### src/rtl/aixh_mxc_pkg.sv
// aixh_mxc_pkg: shared MxConv sizes, left queue-tile state type and helpers
package aixh_mxc_pkg;
  localparam int IPTILE_YCELLS = 4;
  localparam int LPCELL_FWI_DWIDTH = 64;
  localparam int LPCELL_BWO_DWIDTH = 32;
  localparam int LQT_RF_DEPTH = 8;
  typedef enum logic [1:0] {IDLE, STREAM, DRAIN} lqt_state_e;
  function automatic int clog2_min1(input int n);
    return (n > 1) ? $clog2(n) : 1;
  endfunction
endpackage

### src/rtl/aixh_mxc_left_qtile_rfifo.sv
// aixh_mxc_left_qtile_rfifo: per-row result FIFO; a push on full is dropped and flagged unless a pop frees the slot
module aixh_mxc_left_qtile_rfifo #(
  parameter int DW = 32,
  parameter int DEPTH = 8,
  localparam int AW = $clog2(DEPTH)
) (
  input  logic          clk,
  input  logic          rst,
  input  logic          push,
  input  logic          pop,
  input  logic [DW-1:0] din,
  output logic [DW-1:0] dout,
  output logic          empty,
  output logic          ovf
);
  logic [DW-1:0] mem_q [DEPTH];
  logic [AW-1:0] wr_q, wr_d, rd_q, rd_d;
  logic [AW:0] cnt_q, cnt_d;
  logic full, do_push, do_pop;
  always_comb begin
    full = cnt_q == (AW+1)'(DEPTH);
    empty = cnt_q == '0;
    do_pop = pop & !empty;
    do_push = push & (!full | do_pop);
    ovf = push & !do_push;
    wr_d = wr_q + AW'(do_push);
    rd_d = rd_q + AW'(do_pop);
    cnt_d = cnt_q + (AW+1)'(do_push) - (AW+1)'(do_pop);
    dout = mem_q[rd_q];
  end
  always_ff @(posedge clk) begin
    wr_q <= rst ? '0 : wr_d;
    rd_q <= rst ? '0 : rd_d;
    cnt_q <= rst ? '0 : cnt_d;
  end
  always_ff @(posedge clk)
    if (do_push) mem_q[wr_q] <= din;
endmodule

### src/rtl/aixh_mxc_left_qtile.sv
// aixh_mxc_left_qtile: skewed forward feed plus round-robin drain of per-row results.
// AIXH_MXC_LQT_SKEW_EN enables the diagonal skew chains and the DRAIN state.
module aixh_mxc_left_qtile
  import aixh_mxc_pkg::*;
#(
  parameter int YCELLS = IPTILE_YCELLS,
  parameter int FWI_DW = LPCELL_FWI_DWIDTH,
  parameter int BWO_DW = LPCELL_BWO_DWIDTH,
  parameter int RF_DEPTH = LQT_RF_DEPTH,
  localparam int RW = clog2_min1(YCELLS)
) (
  input  logic                     aixh_core_clk2x,
  input  logic                     aixh_core_rst2x,
  input  logic                     i_fwd_vld,
  output logic                     o_fwd_rdy,
  input  logic                     i_fwd_last,
  input  logic [YCELLS*FWI_DW-1:0] i_fwd_dat,
  output logic [YCELLS*FWI_DW-1:0] o_lqt_dat,
  input  logic [YCELLS-1:0]        i_lqt_vld,
  input  logic [YCELLS*BWO_DW-1:0] i_lqt_dat,
  output logic                     o_res_vld,
  input  logic                     i_res_rdy,
  output logic [RW-1:0]            o_res_row,
  output logic [BWO_DW-1:0]        o_res_dat,
  output logic [YCELLS-1:0]        o_ovf,
  input  logic                     i_ovf_clr,
  output logic                     o_busy
);
`ifdef AIXH_MXC_LQT_SKEW_EN
  localparam bit USE_DRAIN = YCELLS > 1;
`else
  localparam bit USE_DRAIN = 1'b0;
`endif
  localparam int CW = clog2_min1(YCELLS);
  logic clk, rst;
  assign clk = aixh_core_clk2x;
  assign rst = aixh_core_rst2x;
  lqt_state_e state_q, state_d;
  logic [CW-1:0] cnt_q, cnt_d;
  logic acc;
  logic [YCELLS*FWI_DW-1:0] fwd_d;
  assign o_fwd_rdy = !rst && state_q != DRAIN;
  assign acc = i_fwd_vld & o_fwd_rdy;
  assign fwd_d = acc ? i_fwd_dat : '0;
  always_comb begin
    state_d = state_q;
    cnt_d = cnt_q;
    if (state_q == DRAIN) begin
      state_d = (cnt_q == '0) ? IDLE : DRAIN;
      cnt_d = cnt_q - CW'(1);
    end else if (acc) begin
      state_d = !i_fwd_last ? STREAM : (USE_DRAIN ? DRAIN : IDLE);
      cnt_d = CW'(USE_DRAIN ? YCELLS - 2 : 0);
    end
  end
`ifdef AIXH_MXC_LQT_SKEW_EN
  for (genvar y = 0; y < YCELLS; y++) begin : g_skew
    logic [FWI_DW-1:0] sk_q [0:y];
    always_ff @(posedge clk)
      if (rst) begin
        for (int k = 0; k <= y; k++) sk_q[k] <= '0;
      end else begin
        sk_q[0] <= fwd_d[y*FWI_DW+:FWI_DW];
        for (int k = 1; k <= y; k++) sk_q[k] <= sk_q[k-1];
      end
    assign o_lqt_dat[y*FWI_DW+:FWI_DW] = sk_q[y];
  end
`else
  logic [YCELLS*FWI_DW-1:0] lqt_q;
  always_ff @(posedge clk) lqt_q <= rst ? '0 : fwd_d;
  assign o_lqt_dat = lqt_q;
`endif
  logic [YCELLS-1:0] f_empty, f_ovf, f_pop;
  logic [BWO_DW-1:0] f_dout [YCELLS];
  for (genvar y = 0; y < YCELLS; y++) begin : g_rf
    aixh_mxc_left_qtile_rfifo #(.DW(BWO_DW), .DEPTH(RF_DEPTH)) u_rf (
      .clk   (clk),
      .rst   (rst),
      .push  (i_lqt_vld[y]),
      .pop   (f_pop[y]),
      .din   (i_lqt_dat[y*BWO_DW+:BWO_DW]),
      .dout  (f_dout[y]),
      .empty (f_empty[y]),
      .ovf   (f_ovf[y])
    );
  end
  logic [RW-1:0] rr_q, rr_d, sel_q, sel_d, pick;
  logic lock_q, lock_d, hs;
  logic [YCELLS-1:0] ovf_q, ovf_d;
  always_comb begin
    pick = rr_q;
    for (int i = YCELLS - 1; i >= 0; i--)
      if (!f_empty[(int'(rr_q) + i) % YCELLS]) pick = RW'((int'(rr_q) + i) % YCELLS);
    // a stalled offer stays pinned to its row even if a preferred row fills meanwhile
    sel_d = lock_q ? sel_q : pick;
    o_res_vld = !(&f_empty);
    hs = o_res_vld & i_res_rdy;
    lock_d = o_res_vld & !i_res_rdy;
    rr_d = hs ? ((sel_d == RW'(YCELLS - 1)) ? '0 : sel_d + RW'(1)) : rr_q;
    f_pop = hs ? (YCELLS'(1) << sel_d) : '0;
    ovf_d = (ovf_q & ~{YCELLS{i_ovf_clr}}) | f_ovf;
  end
  assign o_res_row = sel_d;
  assign o_res_dat = f_dout[sel_d];
  assign o_ovf = ovf_q;
  assign o_busy = state_q != IDLE || o_res_vld;
  always_ff @(posedge clk)
    if (rst) begin
      state_q <= IDLE;
      cnt_q <= '0;
      rr_q <= '0;
      sel_q <= '0;
      lock_q <= 1'b0;
      ovf_q <= '0;
    end else begin
      state_q <= state_d;
      cnt_q <= cnt_d;
      rr_q <= rr_d;
      sel_q <= sel_d;
      lock_q <= lock_d;
      ovf_q <= ovf_d;
    end
endmodule
### config.mk
export PLATFORM = sky130hd
export DESIGN_NAME = aixh_mxc_left_qtile
export DESIGN_NICKNAME = d
export VERILOG_FILES = /design/src/rtl/aixh_mxc_pkg.sv /design/src/rtl/aixh_mxc_left_qtile_rfifo.sv /design/src/rtl/aixh_mxc_left_qtile.sv
export SDC_FILE = /design/constraint.sdc
export NUM_CORES = 1
export LEC_CHECK = 0
export CAP_MARGIN = 20
export CORE_MARGIN = 2
export CORE_UTILIZATION = 60
export CTS_BUF_LIST = sky130_fd_sc_hd__clkbuf_4
export CTS_CLUSTER_SIZE = 12
export DETAILED_ROUTE_END_ITERATION = 7
export PLACE_DENSITY = 0.87
export SLEW_MARGIN = 20
export SYNTH_ARGS = -nofsm -noshare
export SYNTH_HDL_FRONTEND = slang
export SYNTH_SLANG_ARGS = --single-unit
### constraint.sdc
create_clock -name aixh_core_clk2x -period 17.15 [get_ports aixh_core_clk2x]
set_clock_uncertainty 0.15 [all_clocks]
set_input_delay 3.43 -clock aixh_core_clk2x [delete_from_list [all_inputs] [get_ports aixh_core_clk2x]]
set_output_delay 3.43 -clock aixh_core_clk2x [all_outputs]
set_load 0.01 [all_outputs]
==> flow_summary.ini <==
; yosys + openroad results
[synthesis]
yosysUniqueCellTypes = 56
edf_count = 1024
ys_sh_aoi_pct = 0.595
top_cell = edfxtp_1
ys_warn_count = 0
yosys-stat-area_um2 = 49200
ys_top_logic_family = multiplexers

[detailed_routing]
wl_per_cell_um = 39.1
drtPass1Iterations = 6

[finish]
n_all_buffers = 738
inverters = 33
largest_reg_flops = 1024
flops = 1333
n_fill_cell = 4108
diodes = 37
drive_gt1_share_pct = 25.0
logic_gates = 981
comb_share_pct = 19.1

[worst_setup_path]
rr_worst_depth = 14
crit_start = g_rf[3].u_rf.cnt_q[2]$_SDFF_PP0_
start_kind = flop
cp.buffers_inverters = 3
rrSetupSlack_ns = 12.64
crit_cells = 10
critPathArrivalTime_ns = 5.54

[outcome]
outcome = finished clean

[floorplanning]
io_pins = 691
tap_cells = 1060
fp-utilization_pct = 60.8
die_area_um2 = 84300
die_x_um = 290

[sta]
period_minus_slack_ns = 9.12
grt_setup_unrepaired = no
worst_pin_slew_ns = 1.27
finalHoldViolCount = 0

[global_routing]
grt_use_met1_pct = 47.4
grt_pass1_wl_um = 246000
grt_pass1_vias = 31100
antenna_found_initial = 38

[placed_design]
place.gp.congestion = 1.10
dpl.hpwl_um = 117000

[clocking]
clock_tree.root_cell = clkbuf_4
cts_buffers = 341
cts_setup_buffers = 0
clk_pin_slew_ns = 0.06
clock.latency.late_pin_ns = 1.19
clock-sinks = 1333

[min_path]
whs_endpoint = o_ovf[3]$_SDFF_PP0_

[flow_run]
warnings = 42

[pwr]
irDropWorstVdd_mv = 0.160
p_leak_nw = 20.9
## cell usage in the layout, fill, tap and decap left out, types with 32 or more instances in the layout
master           instances
nor2_1                  40
buf_4                   47
dfxtp_1                297
mux2_2                  34
diode_2                 37
mux4_2                 256
clkbuf_4               479
mux2i_1                193
inv_1                   32
ha_1                    37
clkdlybuf4s50_1        689
clkinv_1                74
edfxtp_1              1024
and2_1                 260
## routing by layer
layer  routed length, um  up-vias
li1                    -    11800
met1               55000    14900
met2               92200     3086
met3               21500      752
met4               17800       12
met5                  89        -
## tightest hold or removal path: stages, from the launching register on
cell and delay [ns]:
dfxtp_1 0.32, nand2b_1 0.07, a21oi_1 0.05
## where the power goes
part	switching, mW	internal (mW)
Sequential	0.170	3.69
Combinational	1.18	0.928
Clock	1.40	1.39
Total	2.75	6.01
### Cells colored by class

The bar under the picture is 100 um long. Fill, decap, tap and diode cells in gray.
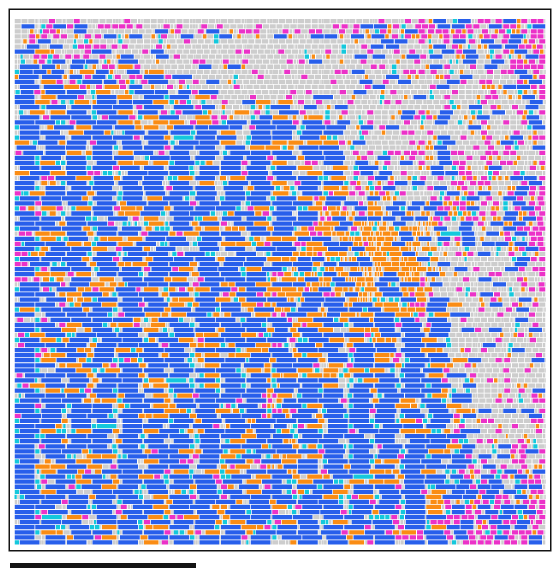
[magenta] other buffers and delay cells | cells: 738
[blue] flops | cells: 1333
[cyan] clock drivers and dummy loads | cells: 595
[orange] all other logic | cells: 1014
Core ar.: 80800 um2
fin area: 61800 um2
Seq/total area: 59.8%
Final Util: 76.5%

### Routed metal, one color a layer

The bar under the picture is 100 um long. Only two layers are drawn.
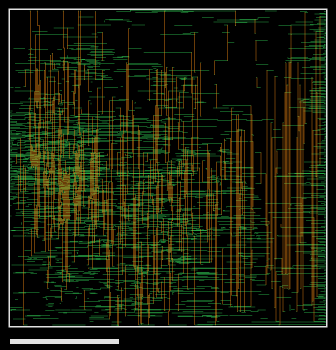
[orange] met4 | wire length: 17800 um
[green] met3 | wire length: 21.5 mm
drt total wl: 187000 um
all-layer global routing usage: 43.2%

### Cell density map

The die is cut into 29 by 29 equal tiles; black is low, pale yellow is high, 0 to 100% covered.
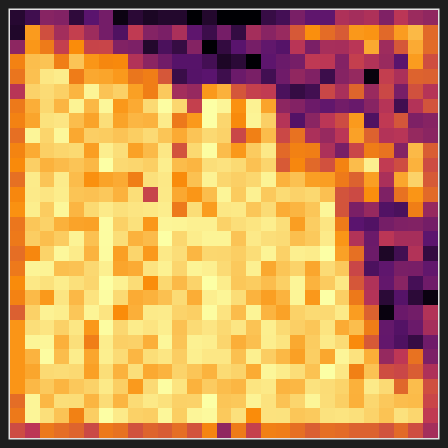
nearly empty tiles: 0.70%
mean over tiles: 72%
tiles over 75% full: 60%

### Where the registers sit

The bar under the picture is 100 um long.
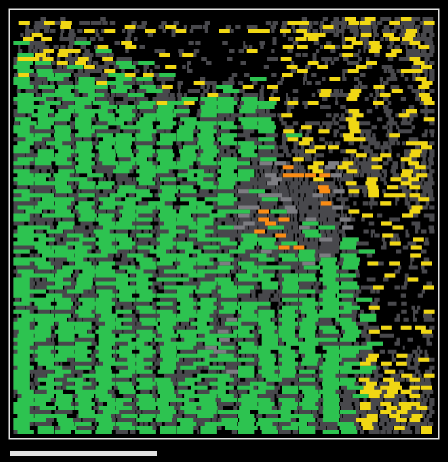
[yellow] `o_lqt_dat` | placed flops: 256 | where: all over the die
[orange] `g_rf.u_rf.cnt_q` | placed flops: 16
[green] `g_rf.u_rf.mem_q` | placed flops: 1024 | where: all over the die
not colored: 37
Storage cell area: 37000 um2
sequential group power: 3.86 mW

Power figures rest on the tool's default switching activity, not on a simulated workload.
